$ cat src/rtl/fx_master.sv
// fx_master: command-driven burst master for the fx register bus (write/read bursts, RD_LAT read pipe).
// Optional beat statistics counters are built only when FX_MASTER_STAT_EN is defined.
module fx_master #(
    parameter int unsigned RD_LAT = 1
) (
    input  logic        clk_sys,
    input  logic        rst,
    input  logic        cmd_valid,
    output logic        cmd_ready,
    input  logic        cmd_rd,
    input  logic [15:0] cmd_addr,
    input  logic [7:0]  cmd_len,
    input  logic        wr_valid,
    output logic        wr_ready,
    input  logic [7:0]  wr_data,
    output logic        rsp_valid,
    output logic [7:0]  rsp_data,
    output logic        rsp_last,
    output logic        busy,
    output logic [15:0] fx_waddr,
    output logic        fx_wr,
    output logic [7:0]  fx_data,
    output logic [15:0] fx_raddr,
    output logic        fx_rd,
    input  logic [7:0]  fx_q,
    output logic [15:0] stat_wr_cnt,
    output logic [15:0] stat_rd_cnt
);

    localparam logic [1:0] S_IDLE  = 2'd0;
    localparam logic [1:0] S_WRITE = 2'd1;
    localparam logic [1:0] S_READ  = 2'd2;
    localparam logic [1:0] S_DRAIN = 2'd3;

    logic [1:0]        state_q, state_d;
    logic [15:0]       addr_q, addr_d;
    logic [7:0]        len_q, len_d;
    logic [7:0]        beat_q, beat_d;
    logic              fx_wr_q, fx_wr_d;
    logic [7:0]        fx_data_q, fx_data_d;
    logic [15:0]       fx_waddr_q, fx_waddr_d;
    logic [15:0]       raddr_hold_q, raddr_hold_d;
    logic [RD_LAT-1:0] pv_q, pv_d;
    logic [RD_LAT-1:0] pl_q, pl_d;
    logic [15:0]       beat_addr;
    logic              last_beat;

    // Low byte wraps within the page; high byte stays fixed for the whole burst.
    always_comb begin
        beat_addr = {addr_q[15:8], addr_q[7:0] + beat_q};
        last_beat = (beat_q == len_q);
    end

    assign cmd_ready = (state_q == S_IDLE);
    assign busy      = (state_q != S_IDLE);
    assign wr_ready  = (state_q == S_WRITE);
    assign fx_rd     = (state_q == S_READ);
    assign fx_wr     = fx_wr_q;
    assign fx_data   = fx_data_q;
    assign fx_waddr  = fx_waddr_q;
    // Read address is live during READ and otherwise shows the last issued address.
    assign fx_raddr  = fx_rd ? beat_addr : raddr_hold_q;
    assign rsp_valid = pv_q[RD_LAT-1];
    assign rsp_last  = pl_q[RD_LAT-1];
    assign rsp_data  = rsp_valid ? fx_q : '0;

    always_comb begin
        state_d      = state_q;
        addr_d       = addr_q;
        len_d        = len_q;
        beat_d       = beat_q;
        fx_wr_d      = 1'b0;
        fx_data_d    = fx_data_q;
        fx_waddr_d   = fx_waddr_q;
        raddr_hold_d = raddr_hold_q;
        case (state_q)
            S_IDLE: begin
                if (cmd_valid) begin
                    addr_d  = cmd_addr;
                    len_d   = cmd_len;
                    beat_d  = '0;
                    state_d = cmd_rd ? S_READ : S_WRITE;
                end
            end
            S_WRITE: begin
                if (wr_valid) begin
                    fx_wr_d    = 1'b1;
                    fx_data_d  = wr_data;
                    fx_waddr_d = beat_addr;
                    if (last_beat) state_d = S_IDLE;
                    else           beat_d  = beat_q + 8'd1;
                end
            end
            S_READ: begin
                raddr_hold_d = beat_addr;
                if (last_beat) state_d = S_DRAIN;
                else           beat_d  = beat_q + 8'd1;
            end
            default: begin
                if (rsp_last) state_d = S_IDLE;
            end
        endcase
    end

    always_comb begin
        pv_d    = pv_q;
        pl_d    = pl_q;
        pv_d[0] = fx_rd;
        pl_d[0] = fx_rd && last_beat;
        for (int unsigned i = 1; i < RD_LAT; i++) begin
            pv_d[i] = pv_q[i-1];
            pl_d[i] = pl_q[i-1];
        end
    end

    always_ff @(posedge clk_sys) begin
        if (rst) begin
            state_q      <= S_IDLE;
            addr_q       <= '0;
            len_q        <= '0;
            beat_q       <= '0;
            fx_wr_q      <= 1'b0;
            fx_data_q    <= '0;
            fx_waddr_q   <= '0;
            raddr_hold_q <= '0;
            pv_q         <= '0;
            pl_q         <= '0;
        end else begin
            state_q      <= state_d;
            addr_q       <= addr_d;
            len_q        <= len_d;
            beat_q       <= beat_d;
            fx_wr_q      <= fx_wr_d;
            fx_data_q    <= fx_data_d;
            fx_waddr_q   <= fx_waddr_d;
            raddr_hold_q <= raddr_hold_d;
            pv_q         <= pv_d;
            pl_q         <= pl_d;
        end
    end

`ifdef FX_MASTER_STAT_EN
    logic [15:0] stat_wr_q, stat_wr_d;
    logic [15:0] stat_rd_q, stat_rd_d;

    always_comb begin
        stat_wr_d = stat_wr_q;
        stat_rd_d = stat_rd_q;
        if (fx_wr_q && (stat_wr_q != 16'hFFFF))   stat_wr_d = stat_wr_q + 16'd1;
        if (rsp_valid && (stat_rd_q != 16'hFFFF)) stat_rd_d = stat_rd_q + 16'd1;
    end

    always_ff @(posedge clk_sys) begin
        if (rst) begin
            stat_wr_q <= '0;
            stat_rd_q <= '0;
        end else begin
            stat_wr_q <= stat_wr_d;
            stat_rd_q <= stat_rd_d;
        end
    end

    assign stat_wr_cnt = stat_wr_q;
    assign stat_rd_cnt = stat_rd_q;
`else
    assign stat_wr_cnt = '0;
    assign stat_rd_cnt = '0;
`endif

endmodule

$ cat config.mk
export PLATFORM = sky130hd
export DESIGN_NAME = fx_master
export DESIGN_NICKNAME = d
export VERILOG_FILES = /design/src/rtl/fx_master.sv
export SDC_FILE = /design/constraint.sdc
export NUM_CORES = 1
export LEC_CHECK = 0
export ABC_AREA = 1
export CORE_AREA = 2 2 101 103
export DETAILED_ROUTE_END_ITERATION = 16
export DIE_AREA = 0 0 103 105
export PLACE_DENSITY = 0.67
export SYNTH_ARGS = -nofsm -noshare
export SYNTH_HDL_FRONTEND = slang
export SYNTH_SLANG_ARGS = --single-unit
$ cat constraint.sdc
create_clock -name clk_sys -period 1.94 [get_ports clk_sys]
set_input_delay 0.194 -clock clk_sys [delete_from_list [all_inputs] [get_ports clk_sys]]
set_output_delay 0.194 -clock clk_sys [all_outputs]
set_load 0.05 [all_outputs]
### Metal 1

Scale bar: 20 um. Cells faint in the background.
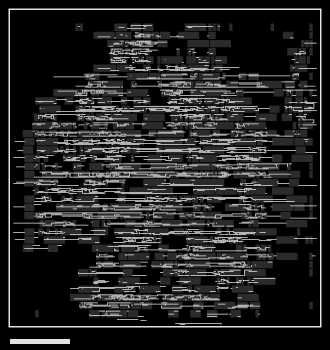
wire length on this layer = 4,400 um
share of all routed wire = 44%
longest straight run = 32.7 um
Total Wirelength: 9950 um
Vias: 3,592
grt met1 use: 23.3%

### Metal 2

Cells faint in the background.
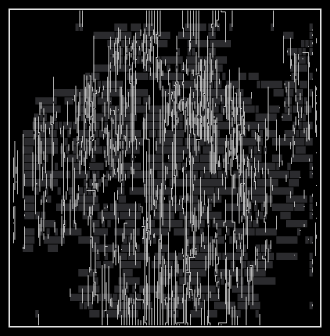
main direction = vertical
wire length on this layer = 4,810 um
nets with wire on the layer = 559
share of all routed wire = 48%
longest straight run = 52.7 um
GR Util met2: 30.4%

==> results.cfg <==
; implementation run metrics
[sta]
setup_ws_ns = -0.317
rsz0062_at_grt = yes
setup-violations-final = 7
clock_skew_ns = 0.0155
layout_min_cycle_time_ns = 2.26
max_slew_margin_pct = 64.1
hold_viol = 0

[setup_path]
critPathSlowestCell = dfxtp_2
worstSetupPathType = flip-flop to output port
start_kind = flip-flop
cp.arrival_ns = 2.06
cp_common_cell = nand3_2
max_stage_delay_ns = 0.36
cp_max_fo = 2
critPathTopFamily = simple AND/OR/NAND/NOR gates
critical_path_buf_inv_count = 4
cp_cell_sequence = ha_4 > inv_2 > fa_2 > inv_2 > nand3_2 > nand2_2 > nand3_2 > nand3_2 > nand3_2 > o21ai_2 > inv_2 > buf_12
cp_num_cells = 12

[synthesis]
ys_cells = 530
synth-simple-area-share_pct = 27.2
ys_sh_aoi_pct = 11.7
synth_top_cell_by_count = nor2_1
common_cells = nor2_1 (109), nand2_1 (97), dfxtp_1 (77)
synth-async-reset-ratio_pct = 0
ys_sh_xor_pct = 2.09

[clocking]
cts_num_sinks = 77
cts_root_buf = clkbuf_8
clkLatencyLatePin_ns = 0.37
clk_pin_slew_ns = 0.10

[flow_run]
cap_violations = 0

[outcome]
status = finished with violations
failed_checks = setup timing

[route]
via_per_inst = 4.55
wl_met2_um = 4810
drtIter0Drc = 130

[die]
die_x_um = 103
rows = 36
initCoreUtil_pct = 39.1

[global_routing]
grt_pass1_wl_um = 15600
overflow = 0
grt_pass1_vias = 3288
track_usage_pct = 18.3

[final_layout]
layout_top_cells = nor2_1 (109), nand2_1 (83), dfxtp_1 (73)
syn2layout_area_growth_pct = 47.3
antenna_cells = 0
drive_gt1_share_pct = 21.2

[placement]
gp_congestion = 0.878

[power_and_ir_drop]
ir_worst_vdd_mv = 0.622
leakage_nw = 2.50
### Metal 3

Scale bar: 20 um. Cells faint in the background.
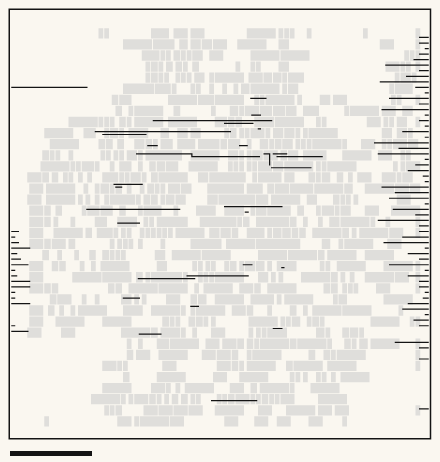
main direction = horizontal
longest straight run = 33.1 um
grt met3 use: 3.41%

-- through the flow --
stage / TNS [ns] / worst slack (ns) / instance area, um2 / util, %
6_report: -1.71 / -0.317 / 5550 / 57.6
5_1_grt: -2.44 / -0.407 / 5550 / 57.6
4_1_cts: -1.33 / -0.234 / 5420 / 56.3
3_5_place_dp: -0.0532 / -0.0532 / 5050 / 52.4
3_3_place_gp: -0.0218 / -0.0218 / 5050 / 52.4
2_1_floorplan: 0 / 0.0264 / 3920 / -
-- routing by layer --
metal | GRT usage (%) | vias up
met2 | 30.4 | 120
met3 | 3.41 | 16
li1 | - | 1841
met1 | 23.3 | 1615
met5 | 0 | -
met4 | 6.67 | 0
-- report_power, final --
group          internal (mW)  switching, mW  total, mW
clock network          0.626          0.670       1.30
logic                   2.04           3.08       5.11
registers               1.95          0.241       2.19
total                   4.61           3.99       8.60
-- what timing repair did --
item                       4_1_cts  5_1_grt
gates resized                   25       19
setup buffers                    9        6
setup endpoints to repair       16       18
pin swaps                        7        7
-- logic make-up after synthesis --
logic type	Yosys count
XOR/XNOR	9
AND/OR/NAND/NOR	246
other	1
buffers and inverters	100
flip-flops	77
adder cells (fa/ha/maj)	13
AND-OR/OR-AND	84
-- flip-flops by register name (all words and copies together) (netlist names) --
register	flops
state_q	2
fx_wr	1
rsp_last	1
fx_waddr	16
rsp_valid	1
beat_q	8
raddr_hold_q	16
addr_q	16
fx_data	8
len_q	8
-- area by class of cell --
cell class / instances / area, um2 / share of cell area (%)
Multi-Input combinational cell: 384 / 2030 / 36.5
Sequential cell: 77 / 1550 / 27.9
Timing Repair Buffer: 133 / 1430 / 25.7
Inverter: 46 / 173 / 3.11
Tap cell: 133 / 166 / 3.00
Clock buffer: 9 / 124 / 2.23
Clock inverter: 7 / 86.3 / 1.55
